<file path="config.mk">
export PLATFORM = sky130hd
export DESIGN_NAME = dma_control_flat
export DESIGN_NICKNAME = d
export VERILOG_FILES = /design/src/rtl/dma_control_if.sv /design/src/rtl/dma_control.sv /design/src/flat_wrapper.sv
export SDC_FILE = /design/constraint.sdc
export NUM_CORES = 1
export LEC_CHECK = 0
export CAP_MARGIN = 20
export CORE_ASPECT_RATIO = 1.75
export CORE_MARGIN = 4
export CORE_UTILIZATION = 55
export CTS_BUF_LIST = sky130_fd_sc_hd__clkbuf_8 sky130_fd_sc_hd__clkbuf_16
export CTS_CLUSTER_DIAMETER = 150
export DETAILED_ROUTE_END_ITERATION = 8
export GPL_TIMING_DRIVEN = 1
export PLACE_DENSITY = 0.93
export SYNTH_ARGS = -nofsm -noshare
export SYNTH_HDL_FRONTEND = slang
export SYNTH_SLANG_ARGS = --single-unit
</file>
<file path="constraint.sdc">
create_clock -name iClk -period 5.7 [get_ports iClk]
set_clock_uncertainty 0.1 [all_clocks]
set_input_delay 1.71 -clock iClk [delete_from_list [all_inputs] [get_ports iClk]]
set_output_delay 1.71 -clock iClk [all_outputs]
set_load 0.02 [all_outputs]
</file>
<file path="src/rtl/dma_control_if.sv">
// rtl/dma_control_if.sv - register-slave and DMA-master signal bundle for dma_control
interface dma_control_if #(
  parameter int ADDR_W = 3
);
  logic              iChipselect;
  logic [ADDR_W-1:0] iAddress;
  logic              iWrite;
  logic              iRead;
  logic [31:0]       iWritedata;
  logic [31:0]       oReaddata;
  logic              iWM_done;
  logic              oStart;
  logic [31:0]       oRM_startaddress;
  logic [31:0]       oWM_startaddress;
  logic [31:0]       oLength;
  logic              oIRQ;

  modport slave (
    input  iChipselect, iAddress, iWrite, iRead, iWritedata, iWM_done,
    output oReaddata, oStart, oRM_startaddress, oWM_startaddress, oLength, oIRQ
  );

  modport master (
    output iChipselect, iAddress, iWrite, iRead, iWritedata, iWM_done,
    input  oReaddata, oStart, oRM_startaddress, oWM_startaddress, oLength, oIRQ
  );
endinterface

</file>
<file path="src/rtl/dma_control.sv">
// rtl/dma_control.sv - DMA register file and transfer sequencer
module dma_control #(
  parameter int ADDR_W = 3,
  parameter int CNT_W  = 32
) (
  input logic          iClk,
  input logic          iReset_n,
  dma_control_if.slave bus
);
  typedef enum logic [1:0] {IDLE, START, RUN, FIN} state_t;

  state_t             state;
  logic [31:0]        srcReg, dstReg, lenReg;
  logic               ieReg, doneReg, errReg;
  logic [CNT_W-1:0]   cycles;
  logic [31:0]        rmAddr, wmAddr, length, readdata, rdMux;
  logic               startReg;

  logic wrEn, rdEn, busy, goWrite, lenBad;

  assign wrEn    = bus.iChipselect & bus.iWrite;
  assign rdEn    = bus.iChipselect & bus.iRead;
  assign busy    = (state == START) || (state == RUN);
  assign goWrite = wrEn && (bus.iAddress == ADDR_W'(3)) && bus.iWritedata[0];
  assign lenBad  = (lenReg == 32'd0) || (lenReg[1:0] != 2'b00);

  always_comb begin
    rdMux = 32'd0;
    case (bus.iAddress)
      ADDR_W'(0): rdMux = srcReg;
      ADDR_W'(1): rdMux = dstReg;
      ADDR_W'(2): rdMux = lenReg;
      ADDR_W'(3): rdMux = {30'd0, ieReg, 1'b0};
      ADDR_W'(4): rdMux = {29'd0, errReg, doneReg, busy};
      ADDR_W'(5): rdMux = 32'(cycles);
      default:    rdMux = 32'd0;
    endcase
  end

  always_ff @(posedge iClk) begin
    if (!iReset_n) begin
      state    <= IDLE;
      srcReg   <= '0;
      dstReg   <= '0;
      lenReg   <= '0;
      ieReg    <= 1'b0;
      doneReg  <= 1'b0;
      errReg   <= 1'b0;
      cycles   <= '0;
      rmAddr   <= '0;
      wmAddr   <= '0;
      length   <= '0;
      readdata <= '0;
      startReg <= 1'b0;
    end else begin
      startReg <= 1'b0;
      if (rdEn)
        readdata <= rdMux;

      if (wrEn) begin
        case (bus.iAddress)
          ADDR_W'(0): if (!busy) srcReg <= bus.iWritedata;
          ADDR_W'(1): if (!busy) dstReg <= bus.iWritedata;
          ADDR_W'(2): if (!busy) lenReg <= bus.iWritedata;
          ADDR_W'(3): ieReg <= bus.iWritedata[1];
          ADDR_W'(4): begin
            if (bus.iWritedata[1]) doneReg <= 1'b0;
            if (bus.iWritedata[2]) errReg  <= 1'b0;
          end
          default: ;
        endcase
      end

      // Sequencer assignments come after the W1C clears so a hardware set wins
      case (state)
        IDLE: begin
          if (goWrite) begin
            if (lenBad) begin
              errReg <= 1'b1;
            end else begin
              rmAddr   <= srcReg;
              wmAddr   <= dstReg;
              length   <= lenReg;
              doneReg  <= 1'b0;
              cycles   <= '0;
              startReg <= 1'b1;
              state    <= START;
            end
          end
        end
        START: state <= RUN;
        RUN: begin
          if (cycles != {CNT_W{1'b1}})
            cycles <= cycles + CNT_W'(1);
          if (bus.iWM_done)
            state <= FIN;
        end
        FIN: begin
          doneReg <= 1'b1;
          state   <= IDLE;
        end
        default: state <= IDLE;
      endcase
    end
  end

  assign bus.oReaddata        = readdata;
  assign bus.oStart           = startReg;
  assign bus.oRM_startaddress = rmAddr;
  assign bus.oWM_startaddress = wmAddr;
  assign bus.oLength          = length;
  assign bus.oIRQ             = ieReg & (doneReg | errReg);
endmodule
</file>
<file path="src/flat_wrapper.sv">
// flat-port wrapper written by rule: the top's interface ports become plain ports
module dma_control_flat 
#(
  parameter int ADDR_W = 3,
  parameter int CNT_W  = 32
)
  (iClk, iReset_n, bus_iChipselect, bus_iAddress, bus_iWrite, bus_iRead, bus_iWritedata, bus_iWM_done, bus_oReaddata, bus_oStart, bus_oRM_startaddress, bus_oWM_startaddress, bus_oLength, bus_oIRQ);
  dma_control_if #(.ADDR_W(ADDR_W)) bus_i ();
  input logic iClk;
  input logic iReset_n;
  input wire logic [$bits(bus_i.iChipselect)-1:0] bus_iChipselect;
  input wire logic [$bits(bus_i.iAddress)-1:0] bus_iAddress;
  input wire logic [$bits(bus_i.iWrite)-1:0] bus_iWrite;
  input wire logic [$bits(bus_i.iRead)-1:0] bus_iRead;
  input wire logic [$bits(bus_i.iWritedata)-1:0] bus_iWritedata;
  input wire logic [$bits(bus_i.iWM_done)-1:0] bus_iWM_done;
  output wire logic [$bits(bus_i.oReaddata)-1:0] bus_oReaddata;
  output wire logic [$bits(bus_i.oStart)-1:0] bus_oStart;
  output wire logic [$bits(bus_i.oRM_startaddress)-1:0] bus_oRM_startaddress;
  output wire logic [$bits(bus_i.oWM_startaddress)-1:0] bus_oWM_startaddress;
  output wire logic [$bits(bus_i.oLength)-1:0] bus_oLength;
  output wire logic [$bits(bus_i.oIRQ)-1:0] bus_oIRQ;
  assign bus_i.iChipselect = bus_iChipselect;
  assign bus_i.iAddress = bus_iAddress;
  assign bus_i.iWrite = bus_iWrite;
  assign bus_i.iRead = bus_iRead;
  assign bus_i.iWritedata = bus_iWritedata;
  assign bus_i.iWM_done = bus_iWM_done;
  assign bus_oReaddata = bus_i.oReaddata;
  assign bus_oStart = bus_i.oStart;
  assign bus_oRM_startaddress = bus_i.oRM_startaddress;
  assign bus_oWM_startaddress = bus_i.oWM_startaddress;
  assign bus_oLength = bus_i.oLength;
  assign bus_oIRQ = bus_i.oIRQ;
  dma_control #(.ADDR_W(ADDR_W), .CNT_W(CNT_W)) u_core (.iClk(iClk), .iReset_n(iReset_n), .bus(bus_i));
endmodule
</file>
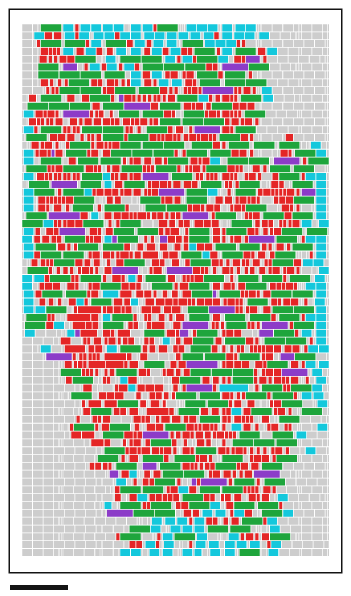
Figure 1: run 1, cells coloured by class.
The bar under the picture is 20 µm long. Fill, decap, tap and diode cells in grey.
Key: registers = green [cells 262]; remaining buffers and delay cells = cyan [cells 189]; clock drivers and dummy loads = purple [cells 41]; remaining logic cells = red [cells 960]

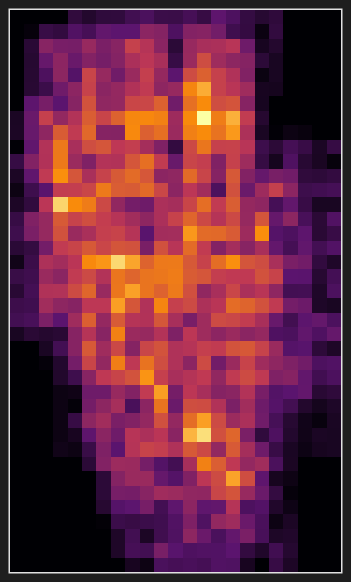
Figure 2: run 1, routed metal per tile.
The die is cut into 23 by 39 equal tiles; black is low, pale yellow is high, scaled to the fullest tile. Values are wire area over tile area, all layers added.
17% of the tiles are nearly empty. 24% of the tiles are over half the peak. The densest ninth of the die: middle.

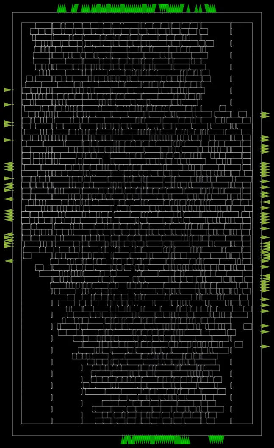
Figure 3: run 1, cell outlines without signal wires.
post-route insts no fill: 1,699
filler instances: 1,538
FP Rows: 68
num sequential: 262
Well Taps: 245

==> GITHUB_STEP_SUMMARY, run 1 <==
## Synthesis and layout report

| Metric | Value |
|---|---|
| Hold Crit Class | `flip-flop to flip-flop` |
| Clk_lat worst skew | `0.53 ns` |
| CTS Buffer Depth | `3` |
| OpenROAD warnings | `29` |
| Leak | `0.00430 µW` |
| Status | `finished clean` |
| Avg Cell Area, Syn | `8.34 µm²` |
| Final instance area | `0.0136 mm²` |
| Root buffer cell | `clkbuf_16` |
| Mux contribution to synthesized area | `0.00500` |
| Met2 Track Usage GR | `0.495` |
| R2R Setup Slk | `2.52 ns` |
| Met1 Resource Use GR | `0.299` |
| CP Launch Type | `input port` |
| Top cells by area | `dfxtp_1 (48%), nand2_1 (14%), a21boi_0 (12%), a22oi_1 (4.2%), a21oi_1 (3.4%)` |
| Asr flop ratio synth | `0` |
| Initial antenna violation count | `3` |
| Metal2 WL | `17.0 mm` |
| TritonRoute pass-1 iters | `5` |
| Placed cell areas | `0.0128 mm²` |
| Routed Antenna Nets | `0` |
| Clock transition at path regs | `0.07 ns` |
| Via count | `10,200` |
| DRC violations left | `0` |
| Yosys Chip Area | `0.0110 mm²` |
| Most frequent logic cells in the routed design | `nand2_1 (409), dfxtp_1 (262), a21boi_0 (179), clkdlybuf4s50_1 (169), a21oi_1 (74)` |
| Setup TNS | `0 ns` |
| Setup WS post-layout | `1.59 ns` |
| DPL Wire Length | `22.2 mm` |
| Layout cells sized above 1 | `0.0510` |
| Top_reg_cell synth | `dfxtp_1` |
| Max-slew violations | `0` |
| Postcts setup bufs | `0` |
-- run 1: layout make-up --
class / instances / share of cell area
tap: 245 / 0.0225
clock inverter: 12 / 0.0105
antenna: 2 / 0.000368
sequential: 262 / 0.386
inverter: 8 / 0.00221
timing repair buffer: 189 / 0.137
clock buffer: 29 / 0.0484
multi-input combinational: 952 / 0.393
-- run 1: state kept, by name (all words and copies together), names as in the netlist --
register / cells
u_core.bus.oLength: 32
u_core.bus.oRM_startaddress: 32
u_core.bus.oReaddata: 32
u_core.bus.oStart: 1
u_core.bus.oWM_startaddress: 32
u_core.cycles: 32
u_core.doneReg: 1
u_core.dstReg: 32
u_core.errReg: 1
u_core.ieReg: 1
u_core.lenReg: 32
u_core.srcReg: 32
u_core.state: 2
-- run 1: cell usage after synthesis, types with 3 or more instances --
cell / n
clkbuf_1: 56
a21oi_1: 74
a22oi_1: 62
buf_2: 38
buf_1: 3
and2_1: 5
and4_1: 7
xnor2_1: 15
ha_1: 5
o21ai_0: 12
or3_1: 8
nor2b_1: 32
dfxtp_1: 262
o2111ai_1: 4
nand2_1: 409
o211ai_1: 5
nor2_1: 33
a21o_1: 3
nand3_1: 11
xor2_1: 5
inv_1: 8
nor4_1: 8
and3_1: 11
a211oi_1: 9
a21boi_1: 13
a21boi_0: 179
nand4_1: 8
-- run 1: worst register-to-register path, delay by kind of cell (launching register included) --
kind,cells,cell delay [ns]
buffers and inverters,1,0.69
AND-OR/OR-AND,3,0.80
flip-flops,1,0.35
AND/OR/NAND/NOR,3,1.13
-- run 1: power breakdown --
part,total [µW],switching [µW],internal [µW],leakage (µW)
registers,1860,13.3,1840,0.00211
clock network,1640,684,954,0.000404
logic,214,130,83.5,0.00178
Figure 4. Met1 routing (run 1).
Supply wires on this layer in grey.
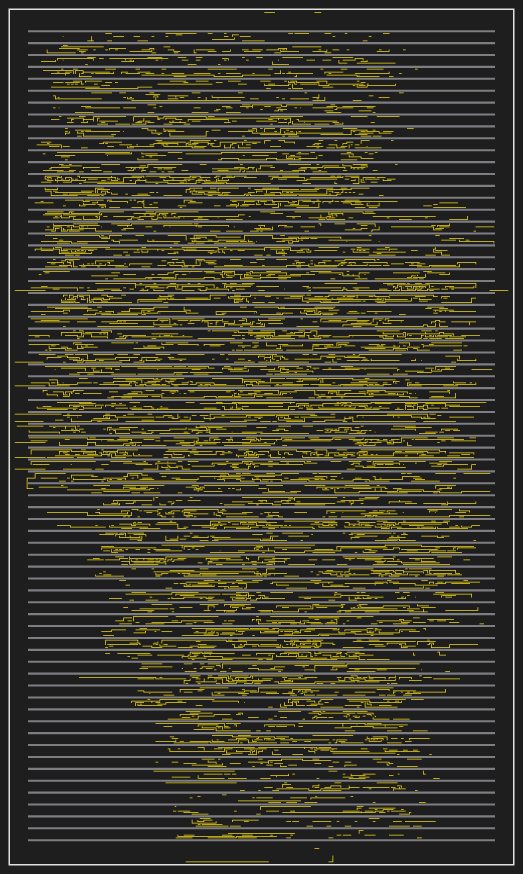

==> run 1 -> run 2 <==
- CORE_UTILIZATION: 55 -> 54
- PLACE_DENSITY: 0.93 -> 0.92
- clock period: 5.7 -> 3.9 ns (I/O delays scaled with it)
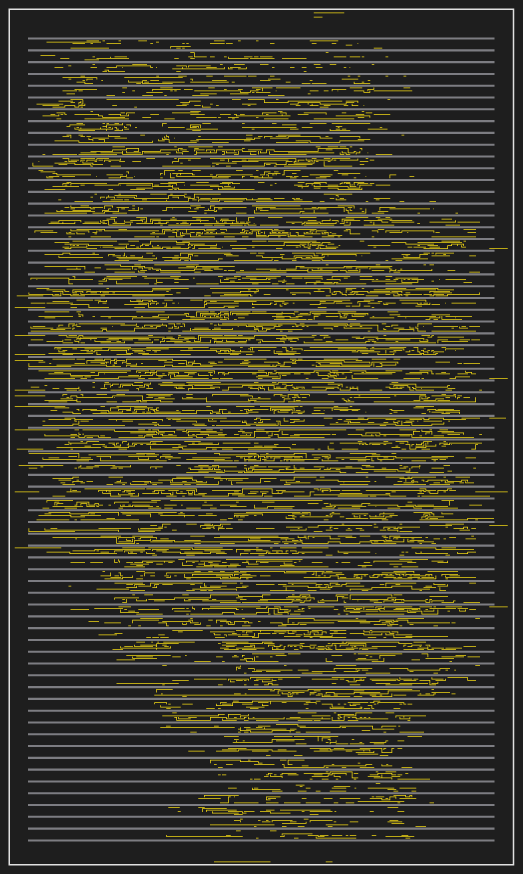
Figure 5: run 2, met1 routing.
Supply wires on this layer in grey.
The wires run mostly horizontal. 1,339 nets have wire on it.

==> run 2 against run 1 <==
Cell area is 0.52% higher. Die area is 1.8% higher. Critical path type is now flip-flop to flip-flop. Wire length is 0.43% higher. Via count is 1.0% higher. Clock power is 43% higher. Non-clock buffer count is 11 higher. Critical path depth stayed put. Area after synthesis stayed put. Synthesized cell count stayed put. Hold slack better by 0.0013 ns. First-iteration DRC count is 17% higher.
==> GITHUB_STEP_SUMMARY, run 2 <==
## Synthesis and layout report

| Metric | Value |
|---|---|
| Num sequential | `262 (unchanged)` |
| Postcts setup bufs | `0 (unchanged)` |
| Setup TNS | `0 ns (unchanged)` |
| CP Launch Type | `flip-flop (was input port)` |
| DPL Wire Length | `22.3 mm (was 22.2 mm)` |
| OpenROAD warnings | `31 (was 29)` |
| Layout cells sized above 1 | `0.0574 (was 0.0510)` |
| Post-synth top cells | `nand2_1 (409), dfxtp_1 (262), a21boi_0 (179) (unchanged)` |
| Status | `finished clean (unchanged)` |
| Asr flop ratio synth | `0 (unchanged)` |
| Top cells by area | `dfxtp_1 (48%), nand2_1 (14%), a21boi_0 (12%), a22oi_1 (4.2%), a21oi_1 (3.4%) (unchanged)` |
| Sw frac | `0.227 (was 0.223)` |
| Clk_lat worst skew | `0.52 ns (was 0.53 ns)` |
| ANT cells | `0 (was 2)` |
| Via count | `10,300 (was 10,200)` |
| Clock power frac | `0.437 (was 0.442)` |
| Initial antenna violation count | `0 (was 3)` |
| Buffers excl. clock | `200 (was 189)` |
| CTS Buffer Depth | `3 (unchanged)` |
| Comb pwr share | `0.060 (was 0.058)` |
| Top_reg_cell synth | `dfxtp_1 (unchanged)` |
| Switching pwr | `1220 µW (was 827 µW)` |
| Clk. pwr | `2350 µW (was 1640 µW)` |
| Avg Cell Area, Syn | `8.34 µm² (unchanged)` |
| Top Consumer | `sequential cells (unchanged)` |
| Root buffer cell | `clkbuf_16 (unchanged)` |
| Well Taps | `245 (unchanged)` |
| Inverters | `8 (unchanged)` |
| Comb power | `325 µW (was 214 µW)` |
| FP Rows | `68 (unchanged)` |
| ClkCell Share | `0.0574 (was 0.0589)` |
| DRC violations left | `0 (unchanged)` |
| Sequential group share of total power | `0.503 (was 0.501)` |
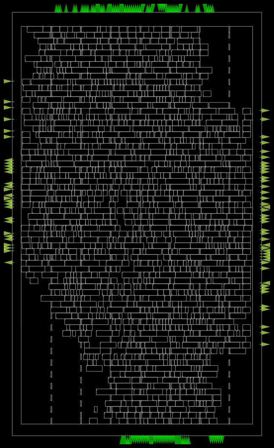
Figure 6: run 2, cell outlines without signal wires.
core region area: 0.0199 mm²
post-route insts no fill: 1,709
post-layout util: 0.687
filler instances: 1,499
flop share of the area: 0.384

[run 2: cell counts after synthesis]
No cell type changed its count.
[run 2: routing by layer]
layer	share of wire	track usage
met5	0	0
met2	0.52	0.500
met3	0.072	0.0316
met4	0.063	0.166
met1	0.35	0.314
[run 2: kinds of logic (layout without fill, tap and decap cells)]
logic type	count (synthesis)	count (layout)	share of synthesized area
multiplexers	3	3	0.00500
XOR/XNOR	20	20	0.0159
flip-flops	262	262	0.476
AND-OR/OR-AND	377	377	0.240
AND/OR/NAND/NOR	547	547	0.215
adder cells (fa/ha/maj)	5	5	0.00568
buffers and inverters	108	250	0.0425
[run 2: through the flow]
| stage | instance area [µm²] | worst slack [ns] | cells | hold slack (ns) | utilization |
|---|---|---|---|---|---|
| global placement | 12900 | 0.417 | 1667 | 0.353 | 0.647 |
| detailed placement | 12900 | 0.353 | 1667 | 0.357 | 0.647 |
| finish | 13700 | 0.734 | 1709 | 0.364 | 0.687 |
| CTS | 13700 | 0.873 | 1709 | 0.367 | 0.687 |
| global route | 13700 | 0.611 | 1709 | 0.391 | 0.687 |
| floorplan | 11000 | 1.16 | 1322 | 0.348 | - |
[run 2: final timing paths]
| kind | end | slack, ns | cells past startpoint |
|---|---|---|---|
| worst max-delay path | u_core.cycles[6] | 0.73 | 7 |
| worst min-delay path | u_core.bus.oRM_startaddress[15] | 0.36 | 2 |
| worst max register to register | u_core.cycles[6] | 0.73 | 7 |
| worst min register to register | u_core.bus.oRM_startaddress[15] | 0.36 | 2 |
[run 2: worst max-delay path: cells and delay by family (launching register included)]
kind / cells / cell delay [ns]
compound gates: 2 / 0.74
buf+inv: 1 / 0.21
flops: 1 / 0.36
simple gates: 4 / 1.69
Figure 7. Signal wires by layer (run 2).
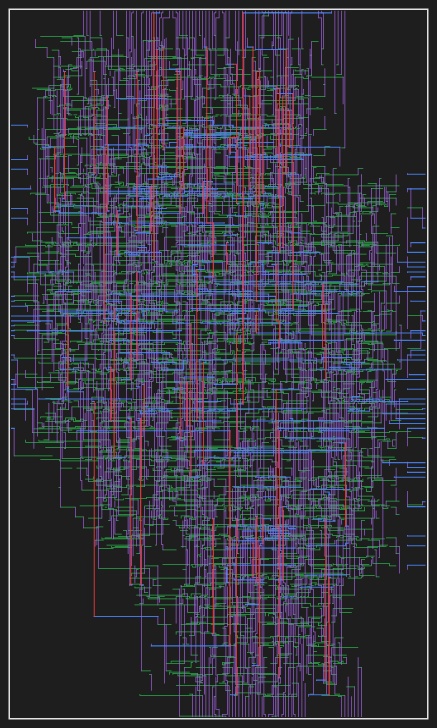

==> run 2 -> run 3 <==
- CORE_UTILIZATION: 54 -> 49
- PLACE_DENSITY: 0.92 -> 0.89
- clock period: 3.9 -> 2.55 ns (I/O delays scaled with it)
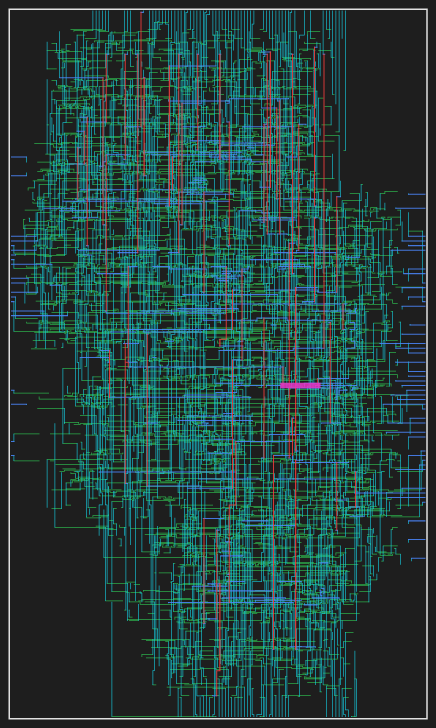
Figure 8: run 3, signal wires by layer.
Key: M2 = cyan [wire length 17,800 µm]; M3 = blue [wire length 1,990 µm]; M5 = magenta [wire length 10.1 µm]; M1 = green [wire length 12,400 µm]; M4 = red [wire length 1,770 µm]

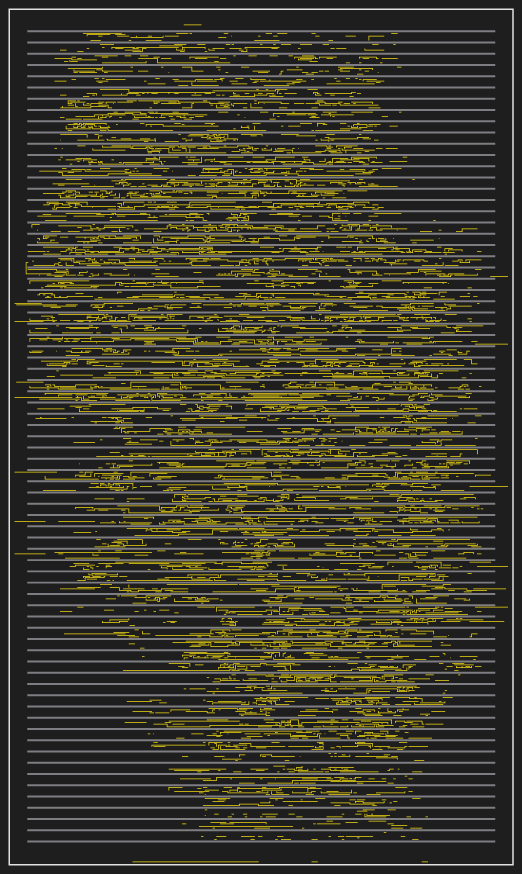
Figure 9: run 3, met1 routing.
Supply wires on this layer in grey.
The wires run mostly horizontal. The layer holds 36% of the routed length. 1,435 nets have wire on it. The layer carries 12,400 µm of wire. The longest straight run is 35.0 µm.

==> run 3 against run 2 <==
Power up 53%. Synthesized cell count unchanged. Critical endpoint is now u_core.cycles[17]. Cell count up 6.4%. Sequential share of layout area down 1.8 points. Largest cell class unchanged. Clock-buffer cell count up 1. Area after synthesis unchanged.
==> GITHUB_STEP_SUMMARY, run 3 <==
## Synthesis and layout report

| Metric | Value |
|---|---|
| Routed wire length on met3 | `1.98 mm (was 2.38 mm)` |
| Setup WS post-layout | `0.0159 ns (was 0.734 ns)` |
| M1 WL | `12.4 mm (was 11.4 mm)` |
| DPL Wire Length | `24.4 mm (was 22.3 mm)` |
| ANT cells | `0 (unchanged)` |
| Critical path depth | `8 (was 7)` |
| DRC violations left | `0 (unchanged)` |
| Placed cell areas | `0.0135 mm² (was 0.0129 mm²)` |
| RR Endpoint | `u_core.cycles[6] (unchanged)` |
| Root buffer cell | `clkbuf_16 (unchanged)` |
| Met2 Track Usage GR | `0.474 (was 0.500)` |
| Hold slack final | `0.362 ns (was 0.364 ns)` |
| Dpl ws | `-0.361 ns (was 0.353 ns)` |
| Placed cell count | `1,775 (was 1,667)` |
| Setup TNS | `0 ns (unchanged)` |
| Most frequent logic cells in the routed design | `nand2_1 (409), dfxtp_1 (262), a21boi_0 (179), clkdlybuf4s50_1 (168), a21oi_1 (74) (was nand2_1 (409), dfxtp_1 (262), a21boi_0 (179), clkdlybuf4s50_1 (169), a21oi_1 (74))` |
| TritonRoute pass-1 iters | `5 (was 6)` |
| Post-layout util | `0.647 (was 0.687)` |
| Final instance area | `0.0143 mm² (was 0.0137 mm²)` |
| Status | `finished clean (unchanged)` |
| Top cell family by delay on the critical path | `simple AND/OR/NAND/NOR gates (unchanged)` |
| Min-Delay Endpoint | `u_core.bus.oRM_startaddress[5] (was u_core.bus.oRM_startaddress[15])` |
-- run 3: cell counts after synthesis --
Identical to the previous run, type by type.
-- run 3: final cells by class --
| type | instances | area, µm² |
|---|---|---|
| Clock inverter | 15 | 134 |
| Timing Repair Buffer | 259 | 2560 |
| Tap cell | 296 | 370 |
| Clock buffer | 27 | 631 |
| Fill cell | 1819 | 7810 |
| Inverter | 8 | 30.0 |
| Multi-Input combinational cell | 952 | 5370 |
| Sequential cell | 262 | 5250 |
-- run 3: what timing repair did --
action                                  4_1_cts  5_1_grt
buffers inserted                              0        2
resized                                       3        5
endpoints found under the setup margin       98       69
pin swaps                                     0        2
-- run 3: kinds of logic (layout without fill, tap and decap cells) --
| logic type | Yosys count | in the layout | synth area share |
|---|---|---|---|
| multiplexers | 3 | 3 | 0.00500 |
| AND-OR/OR-AND | 377 | 377 | 0.240 |
| buffers and inverters | 108 | 309 | 0.0425 |
| adder cells (fa/ha/maj) | 5 | 5 | 0.00568 |
| flip-flops | 262 | 262 | 0.476 |
| AND/OR/NAND/NOR | 547 | 547 | 0.215 |
| XOR/XNOR | 20 | 20 | 0.0159 |
-- run 3: where the power goes --
part	total [µW]	internal (µW)	switching, µW
registers	4150	4120	27.1
logic	567	250	318
clock network	3530	1980	1550
-- run 3: worst reg2reg max path: cells and delay by family (launching register included) --
family / cells / cell delay [ns]
DFF: 1 / 0.35
and+or+nand+nor: 4 / 1.00
AOI/OAI and AO/OA: 2 / 0.43
buffers and inverters: 3 / 0.52
-- run 3: worst max-delay path by stage --
stage                                   to  slack (ns)
floorplan                u_core.cycles[31]        0.21
global placement         u_core.cycles[24]       -0.26
detailed placement       u_core.cycles[24]       -0.36
CTS                 u_core.bus.oLength[29]        0.02
global route        u_core.bus.oLength[29]       -0.04
finish                   u_core.cycles[17]        0.02
No activity file was given, so power comes from the tool's default toggle rates.
